Figure 1. Congestion heat map.
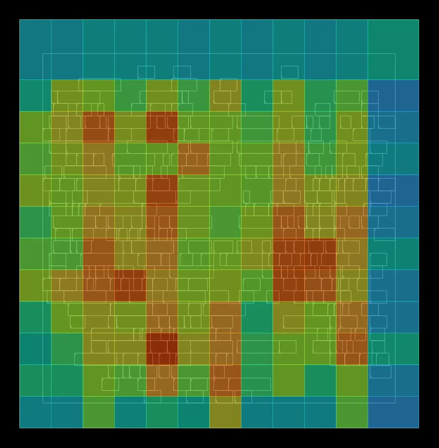
Figure 2. Metal layers overlaid.
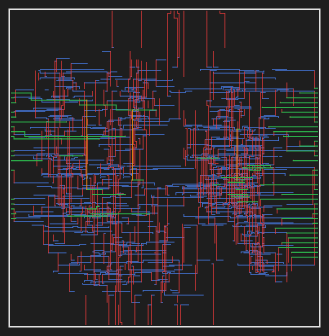
Figure 3. Clock network drawn from the DEF.
The bar under the picture is 20 um long.
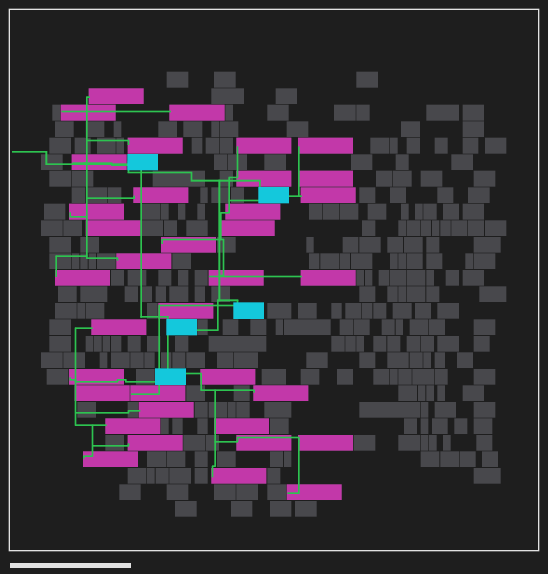
Figure 4. M3 wires.
The bar under the picture is 20 um long.
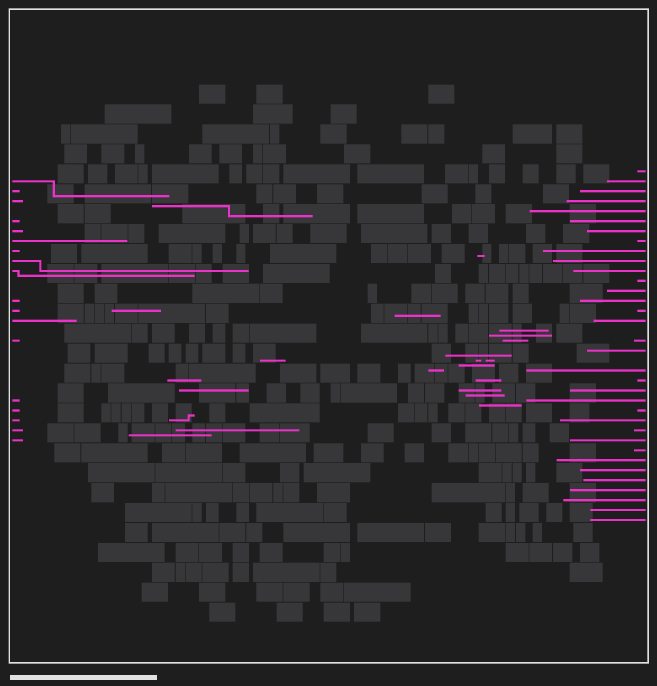
Figure 5. Signal wires on met2.
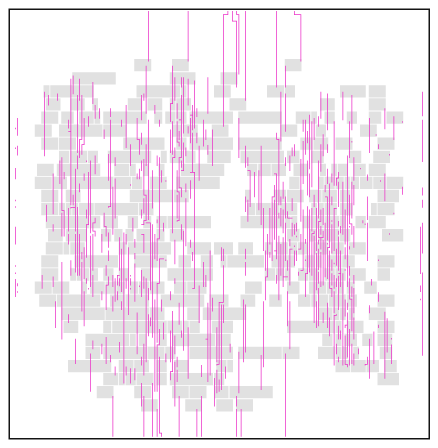
<file path="src/rtl/multicycle_pkg.sv">
// Shared types and constants for the multi-cycle RV32I control unit:
// FSM states, ALU operation codes, opcode map and datapath mux selects.
package multicycle_pkg;

  typedef enum logic [2:0] {
    ST_FETCH  = 3'd0,
    ST_DECODE = 3'd1,
    ST_EXEC   = 3'd2,
    ST_MEM    = 3'd3,
    ST_WB     = 3'd4,
    ST_HALT   = 3'd5
  } state_e;

  typedef enum logic [3:0] {
    CLS_LUI, CLS_AUIPC, CLS_JAL, CLS_JALR, CLS_BRANCH,
    CLS_LOAD, CLS_STORE, CLS_OP_IMM, CLS_OP, CLS_NONE
  } class_e;

  localparam logic [3:0] ALU_ADD  = 4'd0;
  localparam logic [3:0] ALU_SUB  = 4'd1;
  localparam logic [3:0] ALU_SLL  = 4'd2;
  localparam logic [3:0] ALU_SLT  = 4'd3;
  localparam logic [3:0] ALU_SLTU = 4'd4;
  localparam logic [3:0] ALU_XOR  = 4'd5;
  localparam logic [3:0] ALU_SRL  = 4'd6;
  localparam logic [3:0] ALU_SRA  = 4'd7;
  localparam logic [3:0] ALU_OR   = 4'd8;
  localparam logic [3:0] ALU_AND  = 4'd9;

  localparam logic [6:0] OPC_LUI    = 7'b0110111;
  localparam logic [6:0] OPC_AUIPC  = 7'b0010111;
  localparam logic [6:0] OPC_JAL    = 7'b1101111;
  localparam logic [6:0] OPC_JALR   = 7'b1100111;
  localparam logic [6:0] OPC_BRANCH = 7'b1100011;
  localparam logic [6:0] OPC_LOAD   = 7'b0000011;
  localparam logic [6:0] OPC_STORE  = 7'b0100011;
  localparam logic [6:0] OPC_OP_IMM = 7'b0010011;
  localparam logic [6:0] OPC_OP     = 7'b0110011;

  localparam logic       ADDR_PC       = 1'b0;
  localparam logic       ADDR_ALUOUT   = 1'b1;
  localparam logic       PC_SRC_ALU    = 1'b0;
  localparam logic       PC_SRC_ALUOUT = 1'b1;
  localparam logic [1:0] SRC1_PC       = 2'd0;
  localparam logic [1:0] SRC1_OLDPC    = 2'd1;
  localparam logic [1:0] SRC1_RS1      = 2'd2;
  localparam logic [1:0] SRC1_ZERO     = 2'd3;
  localparam logic [1:0] SRC2_RS2      = 2'd0;
  localparam logic [1:0] SRC2_IMM      = 2'd1;
  localparam logic [1:0] SRC2_FOUR     = 2'd2;
  localparam logic [1:0] WB_ALUOUT     = 2'd0;
  localparam logic [1:0] WB_MDR        = 2'd1;
  localparam logic [1:0] WB_PC4        = 2'd2;

  function automatic class_e classify(input logic [6:0] opcode);
    case (opcode)
      OPC_LUI:    return CLS_LUI;
      OPC_AUIPC:  return CLS_AUIPC;
      OPC_JAL:    return CLS_JAL;
      OPC_JALR:   return CLS_JALR;
      OPC_BRANCH: return CLS_BRANCH;
      OPC_LOAD:   return CLS_LOAD;
      OPC_STORE:  return CLS_STORE;
      OPC_OP_IMM: return CLS_OP_IMM;
      OPC_OP:     return CLS_OP;
      default:    return CLS_NONE;
    endcase
  endfunction

endpackage

</file>
<file path="src/rtl/multicycle_control_alu_op_decode.sv">
// Combinational ALU-operation decoder: instruction class plus funct fields
// give the ALU operation, branch flag inversion and an illegal-encoding flag.
module alu_op_decode
  import multicycle_pkg::*;
(
  input  class_e     cls,
  input  logic [2:0] funct3,
  input  logic       funct7_5,
  output logic [3:0] alu_op,
  output logic       branch_inv,
  output logic       illegal
);

  always_comb begin
    alu_op     = ALU_ADD;
    branch_inv = 1'b0;
    illegal    = 1'b0;
    case (cls)
      CLS_OP, CLS_OP_IMM: begin
        case (funct3)
          3'b000:  alu_op = (cls == CLS_OP && funct7_5) ? ALU_SUB : ALU_ADD;
          3'b001:  alu_op = ALU_SLL;
          3'b010:  alu_op = ALU_SLT;
          3'b011:  alu_op = ALU_SLTU;
          3'b100:  alu_op = ALU_XOR;
          3'b101:  alu_op = funct7_5 ? ALU_SRA : ALU_SRL;
          3'b110:  alu_op = ALU_OR;
          default: alu_op = ALU_AND;
        endcase
      end
      CLS_BRANCH: begin
        // odd funct3 values are the negated compares (BNE/BGE/BGEU)
        branch_inv = funct3[0];
        case (funct3[2:1])
          2'b00:   alu_op = ALU_SUB;
          2'b10:   alu_op = ALU_SLT;
          2'b11:   alu_op = ALU_SLTU;
          default: illegal = 1'b1;
        endcase
      end
      CLS_NONE: illegal = 1'b1;
      default: ;
    endcase
  end

endmodule

</file>
<file path="src/rtl/multicycle_control.sv">
// Multi-cycle RV32I control FSM: FETCH/DECODE/EXEC/MEM/WB sequencing with
// memory handshake, retired-instruction counter and halt on illegal opcodes.
module multicycle_control
  import multicycle_pkg::*;
#(
  parameter int ALU_OP_W = 4,
  parameter int CNT_W    = 32,
  parameter bit MEM_WAIT = 1'b1
) (
  input  logic                clk,
  input  logic                rstn,
  input  logic                run,
  input  logic [6:0]          opcode,
  input  logic [2:0]          funct3,
  input  logic                funct7_5,
  input  logic                mem_ready,
  output logic                mem_req,
  output logic                mem_we,
  output logic                mem_addr_src,
  output logic                ir_write,
  output logic                pc_write,
  output logic                pc_write_cond,
  output logic                branch_inv,
  output logic                pc_src,
  output logic [1:0]          alu_src1,
  output logic [1:0]          alu_src2,
  output logic [ALU_OP_W-1:0] alu_op,
  output logic                reg_write,
  output logic [1:0]          wb_src,
  output logic [2:0]          state,
  output logic                illegal,
  output logic                halted,
  output logic [CNT_W-1:0]    retired
);

  state_e           state_reg, state_next;
  logic [CNT_W-1:0] retired_reg;
  logic             illegal_reg;
  class_e           cls;
  logic [3:0]       dec_alu_op;
  logic [3:0]       alu_sel;
  logic             dec_branch_inv;
  logic             dec_illegal;
  logic             mem_done;
  logic             retire;

  assign cls = classify(opcode);

  alu_op_decode u_alu_op_decode (
    .cls        (cls),
    .funct3     (funct3),
    .funct7_5   (funct7_5),
    .alu_op     (dec_alu_op),
    .branch_inv (dec_branch_inv),
    .illegal    (dec_illegal)
  );

  // Without the handshake every access is treated as completing at once.
  assign mem_done = !MEM_WAIT || mem_ready;

  always_comb begin
    mem_req       = 1'b0;
    mem_we        = 1'b0;
    mem_addr_src  = ADDR_PC;
    ir_write      = 1'b0;
    pc_write      = 1'b0;
    pc_write_cond = 1'b0;
    branch_inv    = 1'b0;
    pc_src        = PC_SRC_ALU;
    alu_src1      = SRC1_PC;
    alu_src2      = SRC2_RS2;
    alu_sel       = ALU_ADD;
    reg_write     = 1'b0;
    wb_src        = WB_ALUOUT;
    halted        = 1'b0;
    retire        = 1'b0;
    state_next    = state_reg;
    case (state_reg)
      ST_FETCH: begin
        if (run) begin
          mem_req  = 1'b1;
          alu_src2 = SRC2_FOUR;
          if (mem_done) begin
            ir_write   = 1'b1;
            pc_write   = 1'b1;
            state_next = ST_DECODE;
          end
        end
      end
      ST_DECODE: begin
        // branch/JAL target computed here and captured in ALU-out
        alu_src1   = SRC1_OLDPC;
        alu_src2   = SRC2_IMM;
        state_next = dec_illegal ? ST_HALT : ST_EXEC;
      end
      ST_EXEC: begin
        state_next = ST_WB;
        case (cls)
          CLS_OP: begin
            alu_src1 = SRC1_RS1;
            alu_sel  = dec_alu_op;
          end
          CLS_OP_IMM: begin
            alu_src1 = SRC1_RS1;
            alu_src2 = SRC2_IMM;
            alu_sel  = dec_alu_op;
          end
          CLS_LOAD, CLS_STORE: begin
            alu_src1   = SRC1_RS1;
            alu_src2   = SRC2_IMM;
            state_next = ST_MEM;
          end
          CLS_BRANCH: begin
            alu_src1      = SRC1_RS1;
            alu_sel       = dec_alu_op;
            branch_inv    = dec_branch_inv;
            pc_write_cond = 1'b1;
            pc_src        = PC_SRC_ALUOUT;
            state_next    = ST_FETCH;
            retire        = 1'b1;
          end
          CLS_JAL: begin
            pc_write = 1'b1;
            pc_src   = PC_SRC_ALUOUT;
          end
          CLS_JALR: begin
            alu_src1 = SRC1_RS1;
            alu_src2 = SRC2_IMM;
            pc_write = 1'b1;
          end
          CLS_LUI: begin
            alu_src1 = SRC1_ZERO;
            alu_src2 = SRC2_IMM;
          end
          CLS_AUIPC: begin
            alu_src1 = SRC1_OLDPC;
            alu_src2 = SRC2_IMM;
          end
          default: state_next = ST_HALT;
        endcase
      end
      ST_MEM: begin
        mem_req      = 1'b1;
        mem_addr_src = ADDR_ALUOUT;
        mem_we       = (cls == CLS_STORE);
        if (mem_done) begin
          if (cls == CLS_STORE) begin
            state_next = ST_FETCH;
            retire     = 1'b1;
          end else begin
            state_next = ST_WB;
          end
        end
      end
      ST_WB: begin
        reg_write  = 1'b1;
        if (cls == CLS_LOAD) begin
          wb_src = WB_MDR;
        end else if (cls == CLS_JAL || cls == CLS_JALR) begin
          wb_src = WB_PC4;
        end
        state_next = ST_FETCH;
        retire     = 1'b1;
      end
      ST_HALT: halted = 1'b1;
      default: state_next = ST_FETCH;
    endcase
  end

  always_ff @(posedge clk or negedge rstn) begin
    if (!rstn) begin
      state_reg   <= ST_FETCH;
      retired_reg <= '0;
      illegal_reg <= 1'b0;
    end else begin
      state_reg <= state_next;
      if (retire) begin
        retired_reg <= retired_reg + CNT_W'(1);
      end
      if (state_next == ST_HALT && state_reg != ST_HALT) begin
        illegal_reg <= 1'b1;
      end
    end
  end

  assign alu_op  = ALU_OP_W'(alu_sel);
  assign state   = state_reg;
  assign retired = retired_reg;
  assign illegal = illegal_reg;

endmodule
</file>
<file path="config.mk">
export PLATFORM = sky130hd
export DESIGN_NAME = multicycle_control
export DESIGN_NICKNAME = d
export VERILOG_FILES = /design/src/rtl/multicycle_pkg.sv /design/src/rtl/multicycle_control_alu_op_decode.sv /design/src/rtl/multicycle_control.sv
export SDC_FILE = /design/constraint.sdc
export NUM_CORES = 1
export LEC_CHECK = 0
export ABC_CLOCK_PERIOD_IN_PS = 2700
export CAP_MARGIN = 10
export CORE_AREA = 5 5 82 84
export CTS_BUF_LIST = sky130_fd_sc_hd__clkbuf_4 sky130_fd_sc_hd__clkbuf_8
export DETAILED_ROUTE_END_ITERATION = 10
export DIE_AREA = 0 0 87 89
export PLACE_DENSITY = 0.69
export SYNTH_ARGS = -nofsm -noshare
export SYNTH_HDL_FRONTEND = slang
export SYNTH_SLANG_ARGS = --single-unit
</file>
<file path="constraint.sdc">
create_clock -name clk -period 2.7 [get_ports clk]
set_input_delay 0.27 -clock clk [delete_from_list [all_inputs] [get_ports clk]]
set_output_delay 0.27 -clock clk [all_outputs]
set_load 0.03 [all_outputs]
</file>
==> results.yml <==
# flow metrics
cells_and_area:
  seq_cells: 36
  finalInstanceArea_um2: 3170
  nNonClkBuffers: 81
  flop_area_um2: 901
  layout.cells.most_common: "clkdlybuf4s50_1"
  fillers: 545
  clock_buffers: 6
power:
  p_switching_uw: 716
  power_frac_seq_pct: 37.5
  p_int_uw: 1120
  swShare_pct: 39.1
  powerComb_uw: 779
  combPwrFrac_pct: 42.6
floorplanning:
  core_um2: 5850
  top_level_ports: 71
  rows: 28
setup_path:
  crit_top_cell: "buf_4"
  cp.required_ns: 2.43
  r2r_setup_slack_ns: 0.40
  cp_max_fo: 10
  cp-start-kind: "register"
  r2r_end: "retired[31]$_DFFE_PN0P_"
place:
  dp_hpwl_um: 4450
  place_area_um2: 3080
  numPortBuffers: 70
synthesis:
  ys_sh_xor_pct: 12.2
  syn_area_um2: 2300
  aoi_share_pct: 12.1
  synth_top_cell_by_area: "dfrtp_1"
  synthDistinctLibCells: 55
  synth_chip_area_um2: 2300
  yosys-top-cells-count: "dfrtp_1 (36), xnor2_1 (26), nand2_1 (22)"
  top_cell_area_share_pct: 39.2
  synth.cellmix.simpleShare_pct: 29.6
  synth.most_common_cell: "dfrtp_1"
  ys_ff: 36
global_route:
  antenna_found_initial: 0
  grt_start_max_net_pins: 37
  grtUsageMet1_pct: 21.2
clocking:
  cts.sinks: 36
  clock_tree.buffer_depth: 2
  postCtsResizedCells: 1
  cts_buffers: 5
timing:
  min_period_ns: 2.52
  worst_pin_slew_ns: 0.457
  max_slew_margin_pct: 69.5
outcome:
  status: "finished, final reports clean"
routing:
  wl_met2_um: 2620
  wl_met1_um: 2760
Back to the opening pictures, Figure 1:
global routing's busiest layer: met2
met2 Use GR: 25.4%
routing usage on met3: 4.15%
Total GRT Usage: 15.8%

Back to the opening pictures, Figure 2:
metal 4: marked orange, wire length 59.2 um. metal 2: marked red, wire length 2,620 um. metal 1: marked blue, wire length 2,760 um. metal 3: marked green, wire length 512 um.

Back to the opening pictures, Figure 3:
clock drivers: marked cyan, count 5. clock wires: marked green, length 456 um. flip-flops: marked magenta, count 36.
There are 6 routed clock nets.
Clk pwr share: 20.0%
clk_lat worst skew: 0.28 ns

Back to the opening pictures, Figure 4:
The wires run mostly horizontal. The longest straight run is 28.3 um. 70 nets have wire on it.
drt total wl: 5950 um
via count: 2,090

Back to the opening pictures, Figure 5:
The wires run mostly vertical. The layer carries 2,620 um of wire.

No activity file was given, so power comes from the tool's default toggle rates.
